**Clock nets**

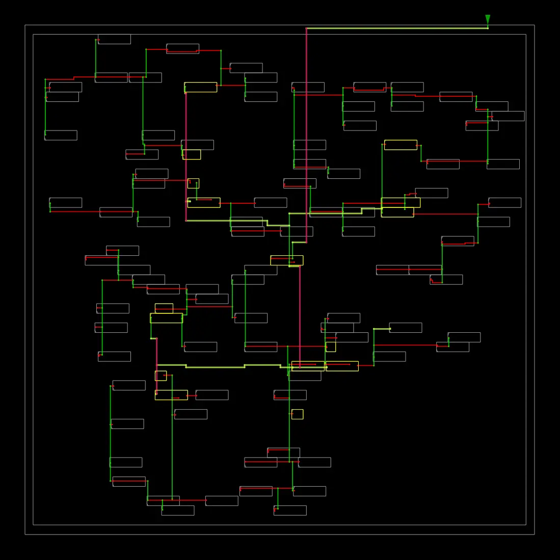
**Drive-strength map**

Scale bar: 50 um.
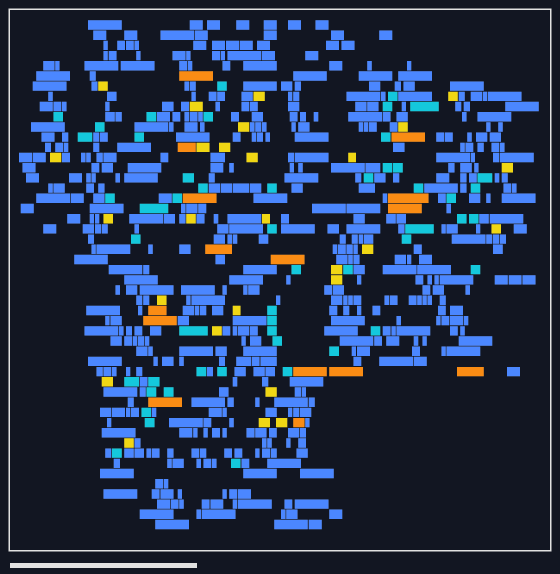
**Met4 routing**

Scale bar: 50 um.
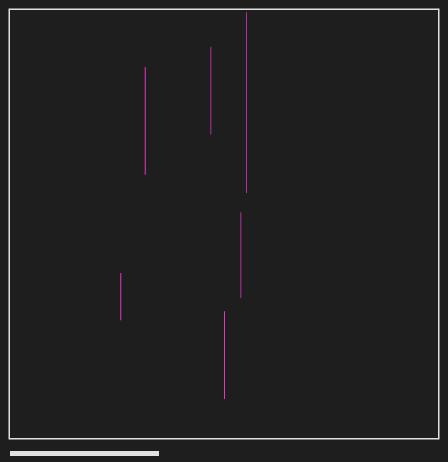
`src/rtl/clk_tick_gen_if.sv`:
```
// Control and observation bundle of the multi-channel timebase.
// The controller drives En/Clr; the timebase returns Tick/Sq/Cnt0.
interface clk_tick_gen_if #(
  parameter int NCH = 3,
  parameter int CW  = 27
);
  logic           En;
  logic           Clr;
  logic [NCH-1:0] Tick;
  logic [NCH-1:0] Sq;
  logic [CW-1:0]  Cnt0;

  modport master (output En, Clr, input Tick, Sq, Cnt0);
  modport slave  (input En, Clr, output Tick, Sq, Cnt0);
endinterface

```
`src/rtl/clk_tick_gen.sv`:
```
// Multi-channel tick/square-wave timebase. Each lane is a mod-D counter; lanes can
// run in parallel off En or be chained so that a lane advances on its neighbour's wrap.
module clk_tick_lane #(
  parameter int CW = 27
) (
  input  logic          clk,
  input  logic          rst,
  input  logic          clr,
  input  logic          adv,
  input  logic          wrap,
  output logic [CW-1:0] cnt,
  output logic          tick,
  output logic          sq
);
  logic [CW-1:0] cnt_d, cnt_q;
  logic          tick_d, tick_q;
  logic          sq_d, sq_q;

  always_comb begin
    cnt_d  = cnt_q;
    tick_d = wrap;
    sq_d   = sq_q ^ wrap;
    if (clr) begin
      cnt_d  = '0;
      tick_d = 1'b0;
      sq_d   = 1'b0;
    end else if (adv) begin
      cnt_d = wrap ? '0 : cnt_q + CW'(1);
    end
  end

  always_ff @(posedge clk or posedge rst) begin
    if (rst) begin
      cnt_q  <= '0;
      tick_q <= 1'b0;
      sq_q   <= 1'b0;
    end else begin
      cnt_q  <= cnt_d;
      tick_q <= tick_d;
      sq_q   <= sq_d;
    end
  end

  assign cnt  = cnt_q;
  assign tick = tick_q;
  assign sq   = sq_q;
endmodule

module clk_tick_gen #(
  parameter int                NCH     = 3,
  parameter int                CW      = 27,
  parameter logic [NCH*CW-1:0] DIVS    = {27'd100, 27'd1000000, 27'd100000},
  parameter bit                CASCADE = 1'b0
) (
  input  logic          Clk_100mhz,
  input  logic          Rst,
  clk_tick_gen_if.slave bus
);
  logic [NCH-1:0][CW-1:0] cnt;
  logic [NCH-1:0]         at_last;
  logic [NCH-1:0]         adv;
  logic [NCH-1:0]         wrap;
  logic [NCH-1:0]         tick;
  logic [NCH-1:0]         sq;

  // Terminal-count compare per lane; a zero divisor behaves as divide-by-1.
  generate
    for (genvar i = 0; i < NCH; i++) begin : g_lane
      localparam logic [CW-1:0] DIV_I  = DIVS[i*CW +: CW];
      localparam logic [CW-1:0] LAST_I = (DIV_I == '0) ? '0 : DIV_I - CW'(1);

      assign at_last[i] = (cnt[i] == LAST_I);

      clk_tick_lane #(.CW(CW)) u_lane (
        .clk  (Clk_100mhz),
        .rst  (Rst),
        .clr  (bus.Clr),
        .adv  (adv[i]),
        .wrap (wrap[i]),
        .cnt  (cnt[i]),
        .tick (tick[i]),
        .sq   (sq[i])
      );
    end
  endgenerate

  // Chain is resolved in one pass so all wraps of a cascade land on the same edge.
  always_comb begin
    logic chain;
    chain = bus.En;
    adv   = '0;
    wrap  = '0;
    for (int i = 0; i < NCH; i++) begin
      adv[i]  = chain;
      wrap[i] = chain & at_last[i];
      if (CASCADE) chain = wrap[i];
    end
  end

  assign bus.Tick = tick;
  assign bus.Sq   = sq;
  assign bus.Cnt0 = cnt[0];
endmodule

```
`src/flat_wrapper.sv`:
```
// flat-port wrapper written by rule: the top's interface ports become plain ports
module clk_tick_gen_flat 
#(
  parameter int                NCH     = 3,
  parameter int                CW      = 27,
  parameter logic [NCH*CW-1:0] DIVS    = {27'd100, 27'd1000000, 27'd100000},
  parameter bit                CASCADE = 1'b0
)
  (Clk_100mhz, Rst, bus_En, bus_Clr, bus_Tick, bus_Sq, bus_Cnt0);
  clk_tick_gen_if #(.NCH(NCH), .CW(CW)) bus_i ();
  input  logic Clk_100mhz;
  input  logic Rst;
  input wire logic [$bits(bus_i.En)-1:0] bus_En;
  input wire logic [$bits(bus_i.Clr)-1:0] bus_Clr;
  output wire logic [$bits(bus_i.Tick)-1:0] bus_Tick;
  output wire logic [$bits(bus_i.Sq)-1:0] bus_Sq;
  output wire logic [$bits(bus_i.Cnt0)-1:0] bus_Cnt0;
  assign bus_i.En = bus_En;
  assign bus_i.Clr = bus_Clr;
  assign bus_Tick = bus_i.Tick;
  assign bus_Sq = bus_i.Sq;
  assign bus_Cnt0 = bus_i.Cnt0;
  clk_tick_gen #(.NCH(NCH), .CW(CW), .DIVS(DIVS), .CASCADE(CASCADE)) u_core (.Clk_100mhz(Clk_100mhz), .Rst(Rst), .bus(bus_i));
endmodule
```
`config.mk`:
```
export PLATFORM = sky130hd
export DESIGN_NAME = clk_tick_gen_flat
export DESIGN_NICKNAME = d
export VERILOG_FILES = /design/src/rtl/clk_tick_gen_if.sv /design/src/rtl/clk_tick_gen.sv /design/src/flat_wrapper.sv
export SDC_FILE = /design/constraint.sdc
export NUM_CORES = 1
export LEC_CHECK = 0
export CORE_MARGIN = 2
export CORE_UTILIZATION = 25
export CTS_CLUSTER_SIZE = 20
export DETAILED_ROUTE_END_ITERATION = 16
export PLACE_DENSITY = 0.41
export SETUP_SLACK_MARGIN = 0.02
export SLEW_MARGIN = 25
export SYNTH_ARGS = -nofsm -noshare
export SYNTH_HDL_FRONTEND = slang
export SYNTH_HIERARCHICAL = 1
export SYNTH_SLANG_ARGS = --single-unit
```
`constraint.sdc`:
```
create_clock -name Clk_100mhz -period 2.58 [get_ports Clk_100mhz]
set_clock_uncertainty 0.15 [all_clocks]
set_input_delay 0.387 -clock Clk_100mhz [delete_from_list [all_inputs] [get_ports Clk_100mhz]]
set_output_delay 0.387 -clock Clk_100mhz [all_outputs]
set_load 0.02 [all_outputs]
```
==> impl_metrics.tcl <==
# collected from the flow reports
set metrics [dict create \
    outcome "finished clean" \
    final_hold_viol_count 0 \
    cts_tree "yes" \
    critical_path.max_fanout 13 \
    ys_top_logic_family "simple AND/OR/NAND/NOR gates" \
    core_um2 19300 \
    grtUsageMet2_pct 22.5 \
    switching_power_uw 700 \
    simple_gate_area_share_pct 29.3 \
    crit_start "u_core/g_lane[0].u_lane/cnt[19]$_DFFE_PP0P_" \
    synth_area_leader_cell "dfrtp_1" \
    ys_area_um2 4910 \
    edf_count 0 \
    totalWireLength_um 13800 \
    cts.sinks 87 \
    grt_pass1_wl_um 22600 \
    antenna_found_initial 0 \
    grt_usage_pct 13.8 \
    yosys-top-cells-area "dfrtp_1 44%, nor2_1 5.6%, nand2_1 4.5%" \
    top_cell "dfrtp_1" \
    wl_met2_um 6550 \
    whs_ns 0.371 \
    grt_max_degree 34 \
    post_dp_cell_area_um2 5870 \
]
About 'clock nets':
CLK BUF: 11
flop count: 87
Clock group: 1390 uW
cts bufs inserted: 9
Late-Pin Clk Latency: 0.35 ns

About 'drive-strength map':
| colour | size | cells | share | most used |
|---|---|---|---|---|
| blue | drive 1 or less | 514 | 85% | dfrtp_1 |
| yellow | drive 2 | 27 | 4.4% | a31o_2 |
| cyan | drive 3 to 4 | 51 | 8.4% | buf_4 |
| orange | drive 6 and up | 15 | 2.5% | clkbuf_16 |
Area Overhead vs Synth: 26.2%
final setup margin: 0.197 ns
Buffers, non-clock: 79
final instance area: 6190 um^2

About 'met4 routing':
longest straight run: 60.5 um
nets with wire on the layer: 4
wire length on this layer: 199 um
share of all routed wire: 1.5%
main direction: vertical

-- worst max-delay path, stage by stage (launching register included) --
cell and delay (ns):
dfrtp_1 0.44, or4b_2 0.70, nor3_2 0.34, a21o_1 0.21
buf_12 0.15, nor2_1 0.04, a41o_1 0.23
-- cells in the final DEF, fill, tap and decap left out, types with 4 or more instances in the layout --
cell type        Yosys  layout
inv_1                6       6
a41oi_1              6       6
a21oi_1             18      17
clkdlybuf4s50_1      0      36
buf_4                0      41
nand3_1             19      19
o21ai_0             12      12
a41o_1              18      18
clkbuf_16            0       9
xor2_1              12      12
a31oi_1             24      24
nand4_1             24      24
or3_2                6       6
o2111ai_1            6       6
nor4_1              16      16
nand2_1             59      59
xnor2_1             21      21
a31o_2               9       9
and4_1               6       6
dfrtp_1             87      87
and3_1               9       9
nor2_1              73      73
or4_1                4       4
nor3_1              20      19
-- metrics by stage --
step           setup WS (ns)  utilization, %  cells
3_3_place_gp          -0.124            30.4    856
2_1_floorplan         0.0662               -    536
4_1_cts                0.113            32.0    872
3_5_place_dp          -0.133            30.4    856
5_1_grt               0.0270            32.0    872
6_report               0.197            32.0    872
-- timing repair --
action	4_1_cts	5_1_grt
setup buffers	0	0
setup endpoints to repair	0	6
gates resized	0	1
hold endpoints to repair	0	0
hold buffers	0	0
-- cell type report --
type                            instances  share of cell area [%]
Clock buffer                           11                    4.08
Tap cell                              265                    5.36
Inverter                                6                   0.364
Multi-Input combinational cell        419                    42.6
Clock inverter                          5                    1.03
Timing Repair Buffer                   79                    11.4
Sequential cell                        87                    35.2
-- state kept, by name (all words and copies together), names as in the netlist --
name	flops
u_core/g_lane.u_lane/sq	3
u_core/g_lane.u_lane/tick	3
u_core/g_lane.u_lane/cnt	81
No activity file was given, so power comes from the tool's default toggle rates.
